--- src/rtl/rgb_led_pwm_ctrl.sv ---
// rgb_led_pwm_ctrl
//
// Drives NUM_LED RGB LEDs with a shared PWM engine. Eight asynchronous push
// buttons are synchronised and debounced. Buttons 0..6 select a colour from a
// fixed palette, and button 7 toggles chase mode. In chase mode only one LED
// at a time carries the colour, and the lit LED steps along the strip.
//
// Optional feature macro: RGB_LED_FADE_EN
//   defined   : at each PWM period boundary every current duty steps by one
//               toward its target, giving a smooth fade.
//   undefined : at each PWM period boundary every current duty loads its
//               target directly.
//
// Ports
//   clk           system clock, rising-edge active
//   rst           synchronous active-high reset
//   btn[7:0]      asynchronous active-high push buttons
//   led_signal_R  red PWM drive, one bit per LED
//   led_signal_G  green PWM drive, one bit per LED
//   led_signal_B  blue PWM drive, one bit per LED

module rgb_led_pwm_ctrl #(
    parameter int NUM_LED      = 4,
    parameter int PWM_W        = 8,
    parameter int DEBOUNCE_CYC = 1000,
    parameter int CHASE_CYC    = 250000
) (
    input  logic               clk,
    input  logic               rst,
    input  logic [7:0]         btn,
    output logic [NUM_LED-1:0] led_signal_R,
    output logic [NUM_LED-1:0] led_signal_G,
    output logic [NUM_LED-1:0] led_signal_B
);

    localparam int DB_W  = $clog2(DEBOUNCE_CYC + 1);
    localparam int CH_W  = (CHASE_CYC > 1) ? $clog2(CHASE_CYC) : 1;
    localparam int IDX_W = (NUM_LED > 1) ? $clog2(NUM_LED) : 1;

    localparam logic [PWM_W-1:0] FS       = '1;
    localparam logic [PWM_W-1:0] HALF     = {1'b1, {(PWM_W-1){1'b0}}};
    localparam logic [PWM_W-1:0] CNT_LAST = FS - 1'b1;
    localparam logic [DB_W-1:0]  DB_LAST  = DB_W'(DEBOUNCE_CYC - 1);
    localparam logic [CH_W-1:0]  CH_LAST  = CH_W'(CHASE_CYC - 1);
    localparam logic [IDX_W-1:0] IDX_LAST = IDX_W'(NUM_LED - 1);

    logic [7:0]         sync_q1, sync_q2;
    logic [DB_W-1:0]    db_cnt [8];
    logic [7:0]         db_level;
    logic [7:0]         btn_rise;

    logic               color_hit;
    logic [PWM_W-1:0]   new_r, new_g, new_b;
    logic [PWM_W-1:0]   tgt_r, tgt_g, tgt_b;
    logic [PWM_W-1:0]   duty_r, duty_g, duty_b;
    logic [PWM_W-1:0]   pwm_cnt;
    logic               pwm_wrap;

    logic               chase_on;
    logic [IDX_W-1:0]   chase_idx;
    logic [CH_W-1:0]    chase_tmr;
    logic [NUM_LED-1:0] led_mask;

    // Two-flop synchroniser to bring the asynchronous buttons into the clock domain.
    always_ff @(posedge clk) begin
        if (rst) begin
            sync_q1 <= '0;
            sync_q2 <= '0;
        end else begin
            sync_q1 <= btn;
            sync_q2 <= sync_q1;
        end
    end

    // A new level is accepted only after DEBOUNCE_CYC consecutive samples that
    // differ from the accepted level. Any sample equal to the accepted level
    // restarts the count. btn_rise is a one-cycle pulse on each accepted 0->1
    // transition, so a held button produces exactly one pulse.
    always_ff @(posedge clk) begin
        if (rst) begin
            for (int i = 0; i < 8; i++) begin
                db_cnt[i] <= '0;
            end
            db_level <= '0;
            btn_rise <= '0;
        end else begin
            btn_rise <= '0;
            for (int i = 0; i < 8; i++) begin
                if (sync_q2[i] == db_level[i]) begin
                    db_cnt[i] <= '0;
                end else if (db_cnt[i] == DB_LAST) begin
                    db_cnt[i]   <= '0;
                    db_level[i] <= sync_q2[i];
                    btn_rise[i] <= sync_q2[i];
                end else begin
                    db_cnt[i] <= db_cnt[i] + 1'b1;
                end
            end
        end
    end

    // Palette lookup. The if-chain gives priority to the lowest button index.
    always_comb begin
        color_hit = 1'b1;
        new_r     = '0;
        new_g     = '0;
        new_b     = '0;
        if (btn_rise[0]) begin
            new_r = FS;
        end else if (btn_rise[1]) begin
            new_g = FS;
        end else if (btn_rise[2]) begin
            new_b = FS;
        end else if (btn_rise[3]) begin
            new_r = FS;
            new_g = FS;
        end else if (btn_rise[4]) begin
            new_g = FS;
            new_b = FS;
        end else if (btn_rise[5]) begin
            new_r = FS;
            new_b = FS;
        end else if (btn_rise[6]) begin
            new_r = HALF;
            new_g = HALF;
            new_b = HALF;
        end else begin
            color_hit = 1'b0;
        end
    end

    // Colour targets and chase state. A btn7 edge toggles chase mode and restarts
    // the chase at LED 0. The toggle is independent of any colour edge in the same cycle.
    always_ff @(posedge clk) begin
        if (rst) begin
            tgt_r     <= '0;
            tgt_g     <= '0;
            tgt_b     <= '0;
            chase_on  <= 1'b0;
            chase_idx <= '0;
            chase_tmr <= '0;
        end else begin
            if (color_hit) begin
                tgt_r <= new_r;
                tgt_g <= new_g;
                tgt_b <= new_b;
            end
            if (btn_rise[7]) begin
                chase_on  <= ~chase_on;
                chase_idx <= '0;
                chase_tmr <= '0;
            end else if (chase_on) begin
                if (chase_tmr == CH_LAST) begin
                    chase_tmr <= '0;
                    chase_idx <= (chase_idx == IDX_LAST) ? '0 : chase_idx + 1'b1;
                end else begin
                    chase_tmr <= chase_tmr + 1'b1;
                end
            end
        end
    end

    assign pwm_wrap = (pwm_cnt == CNT_LAST);

`ifdef RGB_LED_FADE_EN
    function automatic logic [PWM_W-1:0] fade_step(input logic [PWM_W-1:0] cur,
                                                   input logic [PWM_W-1:0] tgt);
        if (cur < tgt) begin
            return cur + 1'b1;
        end else if (cur > tgt) begin
            return cur - 1'b1;
        end
        return cur;
    endfunction
`endif

    // PWM counter runs 0..FS-1. Duties change only when the counter wraps. This
    // keeps every period glitch-free, and the new duty is in force from counter
    // value 0 onward.
    always_ff @(posedge clk) begin
        if (rst) begin
            pwm_cnt <= '0;
            duty_r  <= '0;
            duty_g  <= '0;
            duty_b  <= '0;
        end else begin
            pwm_cnt <= pwm_wrap ? '0 : pwm_cnt + 1'b1;
            if (pwm_wrap) begin
`ifdef RGB_LED_FADE_EN
                duty_r <= fade_step(duty_r, tgt_r);
                duty_g <= fade_step(duty_g, tgt_g);
                duty_b <= fade_step(duty_b, tgt_b);
`else
                duty_r <= tgt_r;
                duty_g <= tgt_g;
                duty_b <= tgt_b;
`endif
            end
        end
    end

    // In chase mode only the LED at chase_idx is enabled. Otherwise all LEDs are enabled.
    always_comb begin
        led_mask = '1;
        if (chase_on) begin
            for (int i = 0; i < NUM_LED; i++) begin
                led_mask[i] = (chase_idx == IDX_W'(i));
            end
        end
    end

    // Registered outputs. Reset forces them low on the very next edge.
    always_ff @(posedge clk) begin
        if (rst) begin
            led_signal_R <= '0;
            led_signal_G <= '0;
            led_signal_B <= '0;
        end else begin
            led_signal_R <= (pwm_cnt < duty_r) ? led_mask : '0;
            led_signal_G <= (pwm_cnt < duty_g) ? led_mask : '0;
            led_signal_B <= (pwm_cnt < duty_b) ? led_mask : '0;
        end
    end

endmodule

--- config.mk ---
export PLATFORM = sky130hd
export DESIGN_NAME = rgb_led_pwm_ctrl
export DESIGN_NICKNAME = d
export VERILOG_FILES = /design/src/rtl/rgb_led_pwm_ctrl.sv
export SDC_FILE = /design/constraint.sdc
export NUM_CORES = 1
export LEC_CHECK = 0
export CORE_ASPECT_RATIO = 1.2
export CORE_UTILIZATION = 50
export DETAILED_ROUTE_END_ITERATION = 16
export PLACE_DENSITY = 0.67
export SYNTH_ARGS = -nofsm -noshare
export SYNTH_HDL_FRONTEND = slang
export SYNTH_SLANG_ARGS = --single-unit
--- constraint.sdc ---
create_clock -name clk -period 2.9 [get_ports clk]
set_input_delay 0.435 -clock clk [delete_from_list [all_inputs] [get_ports clk]]
set_output_delay 0.435 -clock clk [all_outputs]
set_load 0.1 [all_outputs]
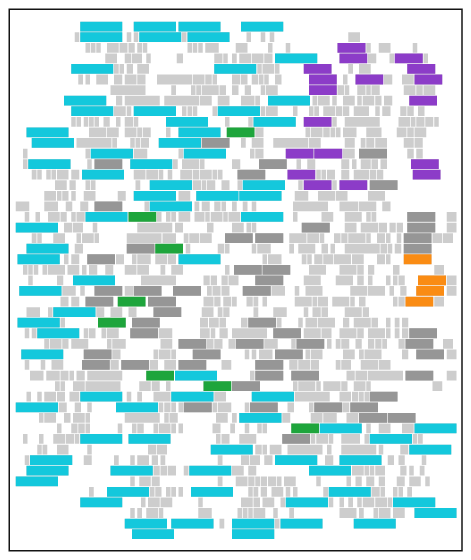
Run 1: sequential cells colored by netlist name
Other sequential cells in the stronger gray, the rest of the logic in the fainter gray.
[cyan] db_cnt | flops: 80 | where: spread over the die
[purple] chase_tmr | flops: 18 | where: top right
[orange] led_signal_R | flops: 4 | where: right middle
[green] db_level | flops: 8

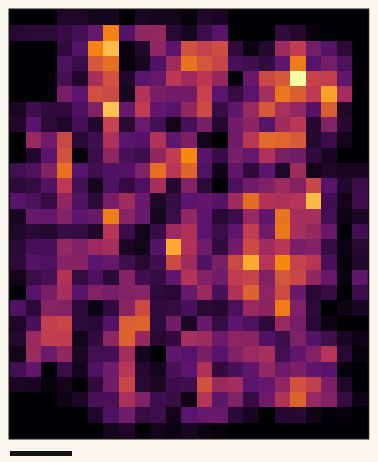
Run 1: wire density map
The bar under the picture is 20 um long. 23 x 28 tiles, from black (low) to pale yellow (high), scaled to the fullest tile. Values are wire area over tile area, all layers added.
fullest tile: 0.51
mean over tiles: 0.12
tiles over half the peak: 12%

==> out/summary.txt, run 1 <==
Number of antenna violations at the first check in global routing: 0
Peak VDD IR: 0.368 mV
Layout cells sized above 1: 5.64%
Commonest cells post-synth: 136 x nor2_1, 85 x dfxtp_1, 80 x edfxtp_1, 61 x nand2_1, 57 x xnor2_1
Area growth syn-to-layout: 15.6%
Ant. Diodes: 0
Non-filler cells, final: 1,091
R2R Setup Slk: 0.61 ns
CP startpoint kind: flip-flop
Sw Ratio: 22.8%
CTS tree: yes
Crit path largest cell delay: 0.60 ns
Postcts setup bufs: 0
Max-cap violations: 0
WP buf/inv: 0
Fmax: 438 MHz
Synth Warn #: 0
Outcome: completed
Sink Count: 165
P_int: 3.91 mW
WL met1: 5750 um
Clock buffer depth: 2
Worst skew pair latency: 0.42 ns
Yosys cell count: 774
Fin crit share: 78.8%
CP top delay family: simple AND/OR/NAND/NOR gates
Inst Count DP: 1,060
Min-Delay Startpoint: sync_q1[5]
Drt via density: 4.95
First-pass DRT Iterations: 6
CP Data Arrival Time: 2.63 ns
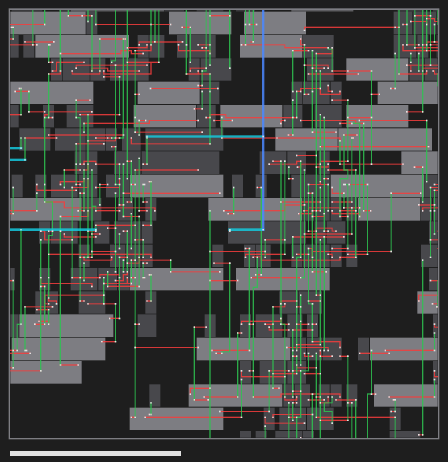
Run 1: layout detail
The bar under the picture is 20 um long. Window x 4 to 54, y 10 to 60 um. Cells in gray, sequential cells in the stronger gray; small squares are vias.
[green] metal 2
[blue] metal 4
[red] metal 1
[cyan] metal 3
sequential cells in the window: 30
netlist names of flops here include: db_cnt (18), btn_rise (3), db_level (3)
most frequent: nor2_1 (24), conb_1 (20), edfxtp_1 (18)
cells with their middle in the window: 145

-- run 1: logic make-up after synthesis --
kind of cell,synth area share (%)
adders and majority gates,5.77
xor gates and xnor gates,10.3
AOI/OAI and AO/OA,4.31
buffers and inverters,2.26
DFF,52.5
and+or+nand+nor,22.8
muxes,1.92
other,0.0480
-- run 1: flip-flops by register name (all words and copies together), names as in the netlist, 8 cells and up --
signal / cells
pwm_cnt: 8
btn_rise: 8
db_cnt: 80
chase_tmr: 18
sync_q1: 8
db_level: 8
sync_q2: 8
-- run 1: cells in the final DEF (no fill, tap or decap), types with 30 or more instances in the layout --
master,netlist,routed
dfxtp_1,85,85
nor3_1,30,30
xnor2_1,57,57
nand2_1,61,61
ha_1,36,36
a21oi_1,34,34
edfxtp_1,80,80
nor2_1,136,136
xor2_1,35,35
conb_1,1,80
-- run 1: layout make-up --
type,instances,area (um^2),area share [%]
inverters,23,86.3,0.956
clock buffers,25,539,5.97
repair buffers,22,183,2.02
multi-input cells,646,3830,42.4
flip-flops and latches,165,4100,45.4
well taps,204,255,2.83
clock inverters,6,36.3,0.402
-- run 1: power groups by stage --
stage | registers (mW) | logic (mW) | clock network, mW
2_1_floorplan | 2.74 | 0.150 | 0
3_3_place_gp | 2.63 | 0.327 | 0
3_5_place_dp | 2.64 | 0.333 | 0
4_1_cts | 2.59 | 0.335 | 2.21
5_1_grt | 2.60 | 0.371 | 2.29
6_report | 2.59 | 0.336 | 2.15
-- run 1: worst max-delay path by stage --
stage	startpoint	endpoint	cells past startpoint	slack, ns
6_report	chase_on	chase_tmr[17]	4	0.61
5_1_grt	chase_on	chase_tmr[17]	4	0.41
4_1_cts	chase_tmr[5]	chase_tmr[9]	4	0.61
3_5_place_dp	chase_tmr[5]	chase_tmr[7]	4	0.63
3_3_place_gp	chase_tmr[5]	chase_tmr[12]	4	0.70
2_1_floorplan	chase_tmr[5]	chase_tmr[10]	5	0.92
-- run 1: metrics by stage --
stage	cell area (um^2)	hold slack [ns]	worst slack (ns)
2_1_floorplan	8110	0.414	0.916
3_3_place_gp	8460	0.419	0.699
3_5_place_dp	8460	0.421	0.627
4_1_cts	9030	0.435	0.609
5_1_grt	9030	0.449	0.408
6_report	9030	0.435	0.615
-- run 1: per-layer routing --
| layer | GRT usage [%] | vias up |
|---|---|---|
| met5 | 0 | - |
| met4 | 8.03 | 0 |
| met3 | 3.93 | 19 |
| met2 | 29.8 | 77 |
| met1 | 20.2 | 2506 |
| li1 | - | 2798 |
Run 1, placement by cell class:
Fill, decap, tap and diode cells in gray.
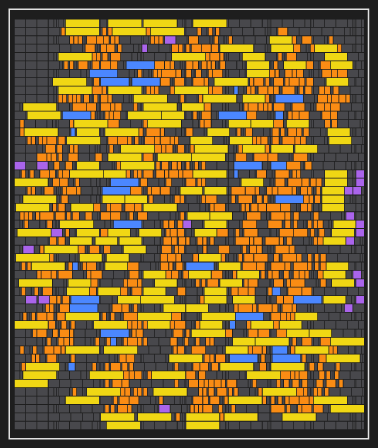

## Run 2: what changed since run 1
--- a/config.mk
+++ b/config.mk
@@ -8,7 +8,7 @@
 export CORE_ASPECT_RATIO = 1.2
 export CORE_UTILIZATION = 50
 export DETAILED_ROUTE_END_ITERATION = 16
-export PLACE_DENSITY = 0.67
+export PLACE_DENSITY = 0.69
 export SYNTH_ARGS = -nofsm -noshare
 export SYNTH_HDL_FRONTEND = slang
 export SYNTH_SLANG_ARGS = --single-unit
==> constraint.sdc (replaced) <==
create_clock -name clk -period 1.9 [get_ports clk]
set_input_delay 0.285 -clock clk [delete_from_list [all_inputs] [get_ports clk]]
set_output_delay 0.285 -clock clk [all_outputs]
set_load 0.1 [all_outputs]
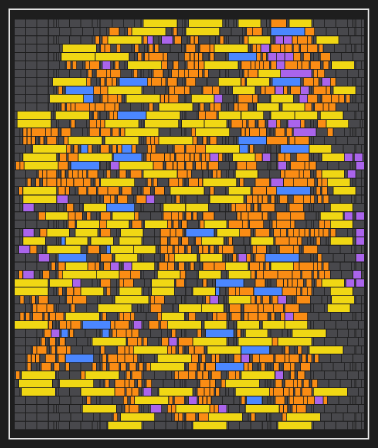
Run 2: placement by cell class
Fill, decap, tap and diode cells in gray.
[yellow] flops | cells: 165
[blue] clock drivers and dummy loads | cells: 32
[purple] other buffers and delay cells | cells: 60
[orange] combinational and other logic | cells: 669

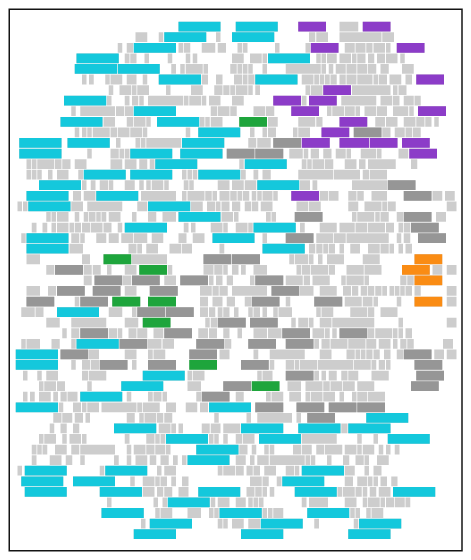
Run 2: sequential cells colored by netlist name
Other sequential cells in the stronger gray, the rest of the logic in the fainter gray.
[orange] led_signal_R | flops: 4 | where: right middle
[green] db_level | flops: 8
[cyan] db_cnt | flops: 80 | where: spread over the die
[purple] chase_tmr | flops: 18 | where: top right
not colored: 55
post-layout util: 62.4%
Seq area share: 43.5%
FF+latch area: 4110 um^2
Seq power: 3.94 mW

==> out/summary.txt, run 2 <==
Outcome: finished, violations left
Violated checks: negative setup slack
Layout cells sized above 1: 10.6%
Fin crit share: 107%
Number of antenna violations at the first check in global routing: 0
CTS tree: yes
Crit path largest cell delay: 0.54 ns
CP startpoint kind: flip-flop
Most common cell after layout, fill and taps aside: nor2_1
Peak VDD IR: 0.599 mV
R2R Setup Slk: -0.14 ns
Area growth syn-to-layout: 21.0%
First-pass DRT Iterations: 4
Reg with most FFs: db_cnt
Clk_skew: 0.00529 ns
Number of flip-flops in the largest register: 80
Fmax: 490 MHz
Ant. Diodes: 0
Synth Warn #: 0
WP data required: 2.25 ns
Non-filler cells, final: 1,130
Final worst setup slack: -0.140 ns
Clock buffer depth: 2
Lkg Pwr: 3.61 nW
Inst Count DP: 1,095
Layout fillers: 1,241
Setup violators final: 20
Die ar.: 16,100 um^2
Max-cap violations: 0
Drt via density: 4.97
Top flop regs: db_cnt: 80 flops, chase_tmr: 18 flops
Cell taking the most area after synthesis: edfxtp_1
Most common logic cells in the final layout: 136 x nor2_1, 84 x dfxtp_1, 80 x edfxtp_1, 80 x conb_1, 58 x nand2_1
CP top delay family: simple AND/OR/NAND/NOR gates
WP buf/inv: 0
Commonest cells post-synth: 136 x nor2_1, 85 x dfxtp_1, 80 x edfxtp_1, 61 x nand2_1, 57 x xnor2_1
Worst-path fanout max: 5
Yosys cell count: 774
Sink Count: 165
CP Data Arrival Time: 2.39 ns
Top area cell types: edfxtp_1 31%, dfxtp_1 22%, nor2_1 6.5%
Worst skew pair latency: 0.42 ns
run 2: cell counts after synthesis:
No cell type changed its count.
run 2: cells by family after synthesis:
kind of cell	synth area share, %
flops	52.5
fa+ha+maj	5.77
simple gates	22.8
xor+xnor	10.3
other cells	0.0480
compound gates	4.31
buf+inv	2.26
mux	1.92
run 2: timing repair:
item,CTS,global route
setup endpoints to repair,20,38
buffers inserted,2,0
resized,2,9
gates cloned,1,0
pin swaps,4,1
run 2: power by group:
part	leakage [nW]	switching, mW	internal [mW]	total, mW
combinational	1.78	0.373	0.187	0.560
clock	0.310	1.37	2.26	3.63
sequential	1.52	0.0878	3.85	3.94
run 2: path summary, 6_finish.rpt:
check | from | to | cells past startpoint
max reg2reg | chase_tmr[5] | chase_idx[0] | 4
max | chase_tmr[5] | chase_idx[0] | 4
min | rst | db_level[7] | 2
min reg2reg | sync_q1[1] | sync_q2[1] | 1
run 2: through the flow:
step / area [um^2] / hold slack (ns) / util, % / TNS [ns] / worst slack [ns]
floorplan: 8120 / 0.413 / - / -0.172 / -0.0514
global placement: 8740 / 0.418 / 57.7 / -0.0885 / -0.0885
detailed placement: 8740 / 0.425 / 57.7 / -0.136 / -0.100
CTS: 9420 / 0.261 / 62.2 / -0.994 / -0.128
global route: 9450 / 0.298 / 62.4 / -2.00 / -0.173
finish: 9450 / 0.261 / 62.4 / -1.14 / -0.140
run 2: layout make-up:
| class | count | area (um^2) | area share (%) |
|---|---|---|---|
| Sequential cell | 165 | 4110 | 43.5 |
| Multi-Input combinational cell | 646 | 3860 | 40.8 |
| Timing Repair Buffer | 60 | 508 | 5.38 |
| Clock buffer | 22 | 497 | 5.26 |
| Tap cell | 204 | 255 | 2.70 |
| Clock inverter | 10 | 138 | 1.46 |
| Inverter | 23 | 86.3 | 0.914 |
run 2: metal layers:
metal / global-route usage, % / vias to the layer above / wire (um)
met4: 9.78 / 0 / 381
met3: 4.06 / 33 / 349
met2: 32.2 / 88 / 6810
li1: - / 2894 / -
met1: 20.5 / 2597 / 5940
met5: 0 / - / 0
Power figures rest on the tool's default switching activity, not on a simulated workload.
